**src/rtl/lut_exerciser.sv**
```systemverilog
// Drives a 2-input external LUT through {B,A} = 00..11, lets each vector settle,
// samples the synchronized result and compares it against an expected truth table.
//
// state    | meaning
// IDLE     | waiting for START after reset
// SETTLE   | holding the current vector while the pin round-trip settles
// SAMPLE   | recording the mismatch flag for the current vector
// DONE     | result valid, waiting for START to rerun
module lut_exerciser #(
  parameter int          SETTLE_CYCLES = 12,
  parameter logic [3:0]  EXPECT        = 4'b1000
) (
  input  logic       CLK,
  input  logic       RESETN,
  input  logic       START,
  input  logic       Y_IN,
  output logic       A_OUT,
  output logic       B_OUT,
  output logic       BUSY,
  output logic       DONE,
  output logic       PASS,
  output logic [3:0] FAIL_VEC
);

  // Below 3 cycles the synchronizer would eat the whole settle window.
  localparam int S_EFF = (SETTLE_CYCLES < 3) ? 3 : SETTLE_CYCLES;
  localparam int CW    = $clog2(S_EFF + 1);
  localparam logic [CW-1:0] CNT_LAST = CW'(S_EFF - 1);

  typedef enum logic [1:0] {ST_IDLE, ST_SETTLE, ST_SAMPLE, ST_DONE} state_t;

  state_t        state_q, state_d;
  logic [1:0]    idx_q, idx_d;
  logic [CW-1:0] cnt_q, cnt_d;
  logic [1:0]    ab_q, ab_d;
  logic          busy_q, busy_d;
  logic          done_q, done_d;
  logic          pass_q, pass_d;
  logic [3:0]    fail_q, fail_d;
  logic          y_meta_q, y_meta_d;
  logic          y_sync_q, y_sync_d;

  always_comb begin
    state_d  = state_q;
    idx_d    = idx_q;
    cnt_d    = cnt_q;
    ab_d     = ab_q;
    busy_d   = busy_q;
    done_d   = done_q;
    pass_d   = pass_q;
    fail_d   = fail_q;
    y_meta_d = Y_IN;
    y_sync_d = y_meta_q;

    case (state_q)
      ST_IDLE, ST_DONE: begin
        if (START) begin
          idx_d   = 2'd0;
          ab_d    = 2'b00;
          cnt_d   = '0;
          fail_d  = 4'b0000;
          pass_d  = 1'b0;
          done_d  = 1'b0;
          busy_d  = 1'b1;
          state_d = ST_SETTLE;
        end
      end
      ST_SETTLE: begin
        if (cnt_q == CNT_LAST) begin
          state_d = ST_SAMPLE;
        end else begin
          cnt_d = cnt_q + 1'b1;
        end
      end
      ST_SAMPLE: begin
        fail_d[idx_q] = (y_sync_q != EXPECT[idx_q]);
        if (idx_q == 2'd3) begin
          busy_d  = 1'b0;
          done_d  = 1'b1;
          ab_d    = 2'b00;
          // Includes the flag being written for the last vector this cycle.
          pass_d  = (fail_d == 4'b0000);
          state_d = ST_DONE;
        end else begin
          idx_d   = idx_q + 2'd1;
          ab_d    = idx_q + 2'd1;
          cnt_d   = '0;
          state_d = ST_SETTLE;
        end
      end
      default: state_d = ST_IDLE;
    endcase
  end

  always_ff @(posedge CLK) begin
    if (!RESETN) begin
      state_q  <= ST_IDLE;
      idx_q    <= 2'd0;
      cnt_q    <= '0;
      ab_q     <= 2'b00;
      busy_q   <= 1'b0;
      done_q   <= 1'b0;
      pass_q   <= 1'b0;
      fail_q   <= 4'b0000;
      y_meta_q <= 1'b0;
      y_sync_q <= 1'b0;
    end else begin
      state_q  <= state_d;
      idx_q    <= idx_d;
      cnt_q    <= cnt_d;
      ab_q     <= ab_d;
      busy_q   <= busy_d;
      done_q   <= done_d;
      pass_q   <= pass_d;
      fail_q   <= fail_d;
      y_meta_q <= y_meta_d;
      y_sync_q <= y_sync_d;
    end
  end

  assign A_OUT    = ab_q[0];
  assign B_OUT    = ab_q[1];
  assign BUSY     = busy_q;
  assign DONE     = done_q;
  assign PASS     = pass_q;
  assign FAIL_VEC = fail_q;

endmodule

```
**config.mk**
```make
export PLATFORM = sky130hd
export DESIGN_NAME = lut_exerciser
export DESIGN_NICKNAME = d
export VERILOG_FILES = /design/src/rtl/lut_exerciser.sv
export SDC_FILE = /design/constraint.sdc
export NUM_CORES = 1
export LEC_CHECK = 0
export CORE_MARGIN = 2
export CORE_UTILIZATION = 48
export CTS_CLUSTER_DIAMETER = 40
export CTS_CLUSTER_SIZE = 10
export DETAILED_ROUTE_END_ITERATION = 7
export GPL_TIMING_DRIVEN = 1
export HOLD_SLACK_MARGIN = 0.03
export PLACE_DENSITY = 0.84
export SLEW_MARGIN = 15
export SYNTH_ARGS = -nofsm -noshare
export SYNTH_HDL_FRONTEND = slang
export SYNTH_SLANG_ARGS = --single-unit
```
**constraint.sdc**
```tcl
create_clock -name CLK -period 1.55 [get_ports CLK]
set_input_delay 0.2325 -clock CLK [delete_from_list [all_inputs] [get_ports CLK]]
set_output_delay 0.2325 -clock CLK [all_outputs]
set_load 0.005 [all_outputs]
```
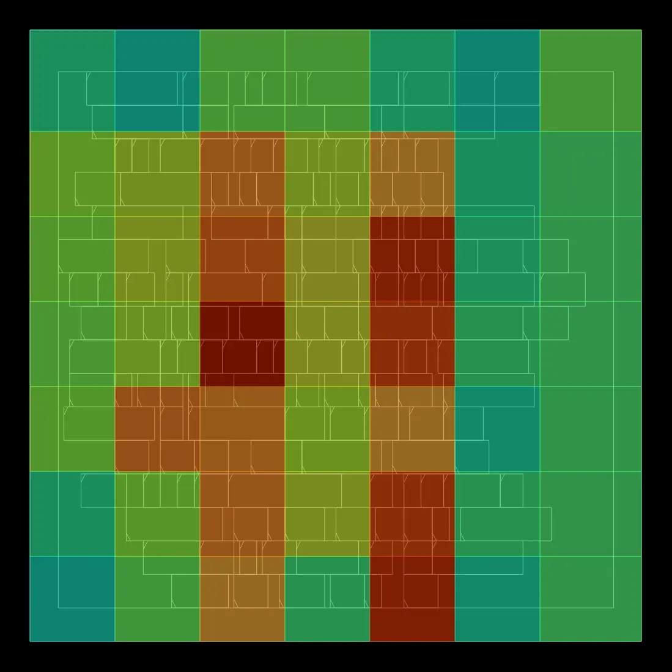
(track usage over the die)
met1 track demand over resource: 23.4%
final core utilization: 69.0%
GRT met3 Usage: 3.03%

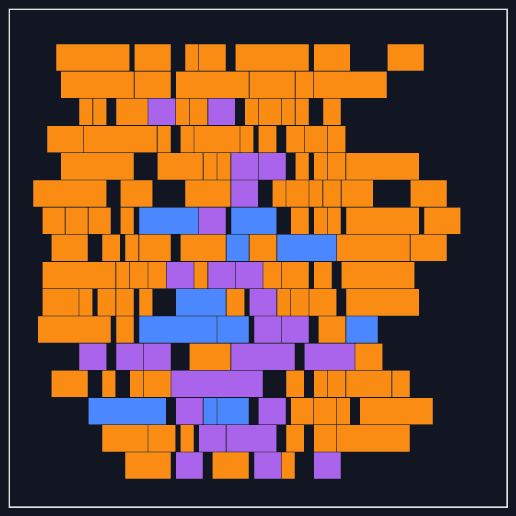
(sizing map)
Drawn at 10 px/um.
[_2 cells] blue | cells: 11 | share: 7.4%
[_3 and _4 cells] purple | cells: 25 | share: 17%
[_0 and _1 cells] orange | cells: 113 | share: 76%
smallest setup slack after layout: 0.00893 ns
final standard cell area without fillers: 1350 um2
layout buffer count excluding clock buffers: 30
P&R area growth vs syn: 35.4%

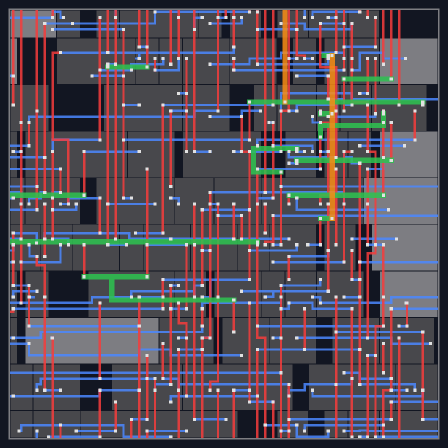
(zoomed window)
Region (12, 12) to (37, 37) um. Cells in gray, sequential cells in the stronger gray; small squares are vias.
[metal 1] blue
[metal 2] red
[metal 4] orange
[metal 3] green
most frequent: nand2_1 (9), a21oi_1 (8), buf_4 (8)
sequential cells in the window: 3
cells with their middle in the window: 72

==> run summary <==
Results of the implementation run.

The timing report lists the critical path depth as 7 cells. The number of hold buffers added after CTS was 0. The post-route total power is 0.00125 W. The depth of the worst hold-timing path came out at 1. The count of different cell masters after synthesis is 34. According to the timing report, the critical path is captured at FAIL_VEC[1]$_SDFFE_PN0P_. The final net count is 163. Max fanout on the critical path was recorded as 5. The total buffers and inverters traversed by the critical path is 2. The slowest cell on the critical path is sky130_fd_sc_hd__dfxtp_2. The clock transition at the registers of the reported paths came out at 0.10 ns.

At the later pin of the worst-skew pair, clock insertion delay measures 0.29 ns. The via count of the first global-routing pass came out at 928. The normalized max-slew margin came out at 84.8%. The floorplan utilization is 51.0%. Once synthesis finished, the tally of register bits stood at 19. The detail-routed net length per standard cell came out at 12.6 um. In the final run the clock tree shows a worst skew of 0.00308 ns.

The capturing element type of the critical path is a flip-flop. The number of input and output port buffers inserted came out at 12. The total I/O pin count came out at 13. The cell-internal power is 0.000850 W. The total DRC errors in the routed layout came out at 0. The capture point of the worst register-to-register path is recorded as FAIL_VEC[1]$_SDFFE_PN0P_. Ranked by total area, the top cell class in this layout is combinational gates. The worst IR drop on VDD is 693 uV.

The fraction of final layout cells sized beyond drive strength 1 is 24.2%. On the critical path the largest part of the delay comes from simple AND/OR/NAND/NOR gates. The post-synthesis average cell area came out at 8.47 um2.

The count of placed standard cells in the final layout, fillers left out came out at 176. The global-route wire length before repair is 3750 um. The total tool warning count came out at 33. The most repeated cell in the gate-level netlist after synthesis is sky130_fd_sc_hd__dfxtp_1. The dominant logic cell type in the layout is sky130_fd_sc_hd__buf_4.

The initial antenna violation count came out at 0. The startpoint of the lowest-slack register-to-register path is state_q[0]$_SDFFE_PN0P_. The flow ran to the end, and the final reports show no timing, DRC or antenna violations.

The sequential cell area fraction in the yosys report came out at 38.0%. The warning count from the yosys run came out at 0. The relative area of non-clock buffer cells in the final design is 18.9%. The cell count after placement is 172. From bottom edge to top edge, the die measures 49.6 um. Sorting the synthesized cells by area gives the leading types as sky130_fd_sc_hd__dfxtp_1, sky130_fd_sc_hd__ha_1, sky130_fd_sc_hd__a21oi_1.

The global router's overall resource usage came out at 19.3%. The leakage power total is 0.537 nW. The pin count of the biggest net entering global routing came out at 11. For flop-to-flop paths, the worst setup slack is 0.009 ns. Total power normalized to cell area comes to 921 nW/um2.

The final number of setup-violating endpoints came out at 0. The number of iterations in the first detailed-routing pass is 4. The multi-input logic area came out at 626 um2. The final weighted congestion of routability-driven global placement came out at 0.887.

The part of the total power dissipated in combinational logic is 36.9%. The net count after synthesis is 131. The final number of hold-violating endpoints came out at 0. The netlist area before placement came out at 1000 um2.

The multi-input logic cell count came out at 88. The number of rows in the core area came out at 16. Looking at area per cell type in the netlist, the leader is sky130_fd_sc_hd__dfxtp_1. The number of cells in the yosys synthesis report came out at 118. The cell sitting at the root of the clock tree is a sky130_fd_sc_hd__clkbuf_4.

The detailed-routed wire length on met2 is 1080 um. The cell count after synthesis is 118. The number of buffers added for setup after CTS came out at 0. The max-capacitance violation count came out at 0.

OpenROAD reports that the post-layout worst path occupies 99.4% of the period. The post-synthesis async set-or-reset flop share came out at 0%. The final antenna-violating net count came out at 0. The area of the core is 1960 um2. The switching power is 0.000396 W. The number of fillers in the final layout is 163. The total routed wire length on the met1 layer came out at 976 um.

The share of the synthesized area in the top cell type is 38.0%. The final hold slack is 0.451 ns. The tap cell count is 27. Adding up every negative setup slack in the final design gives 0 ns. The number of synthesized flops with an enable pin came out at 0.

Looking at the cell usage after synthesis, the top flip-flop cell is sky130_fd_sc_hd__dfxtp_1. The critical path arrival came out at 1.77 ns. The path with the worst hold slack has its endpoint at y_sync_q$_SDFF_PN0_.

The starting DRC count in detailed routing is 29. The fraction of power spent switching nets came out at 31.8%. The count of sequential standard cells came out at 19. Sorting the synthesized cells by how often they occur yields sky130_fd_sc_hd__dfxtp_1, sky130_fd_sc_hd__a21oi_1, sky130_fd_sc_hd__nand2_1, sky130_fd_sc_hd__nor2_1, sky130_fd_sc_hd__ha_1.
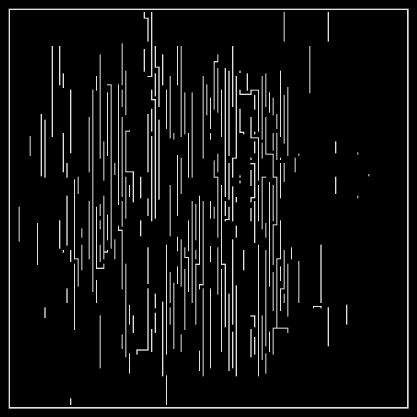
(signal wires on met2)
Drawn at 8 px/um.
nets with wire on the layer: 136
main direction: vertical
share of all routed wire: 49%
wire length on this layer: 1080 um
longest straight run: 25.2 um
final routed wirelength across all metal layers: 2210 um
global routing met2 resource utilization: 32.9%
routed via count: 964

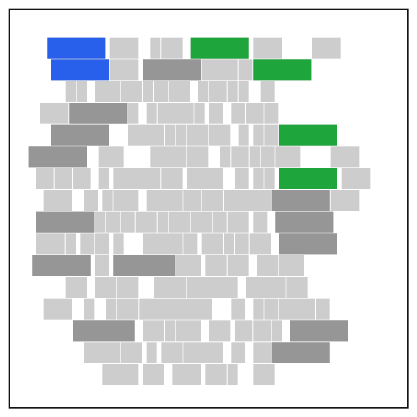
(sequential cells colored by netlist name)
Drawn at 8 px/um. Other sequential cells in the stronger gray, the rest of the logic in the fainter gray.
[FAIL_VEC] green | flops: 4 | where: top right
[ab_q] blue | flops: 2
not colored: 13
power dissipated in sequential cells: 0.000542 W
Storage cell area: 383 um2

==> power by group through the flow <==
stage / Sequential, W / Clock (W) / Combinational (W)
after floorplan: 0.000547 / 0 / 0.000246
after global placement: 0.000544 / 0 / 0.000414
after detailed placement: 0.000546 / 0 / 0.000427
after CTS: 0.000539 / 0.000250 / 0.000447
after global routing: 0.000544 / 0.000275 / 0.000503
final: 0.000542 / 0.000244 / 0.000460
==> logic make-up after synthesis <==
logic type | synth area share, %
AOI/OAI and AO/OA | 20.5
adders and majority gates | 11.3
muxes | 1.00
buffers and inverters | 4.51
xor gates and xnor gates | 0.876
and+or+nand+nor | 23.8
DFF | 38.0
==> sequential cells by signal, indices dropped and copies added, names as in the netlist, 2 cells and up <==
register,cells
idx_q,2
ab_q,2
cnt_q,4
FAIL_VEC,4
state_q,2
Power figures rest on the tool's default switching activity, not on a simulated workload.
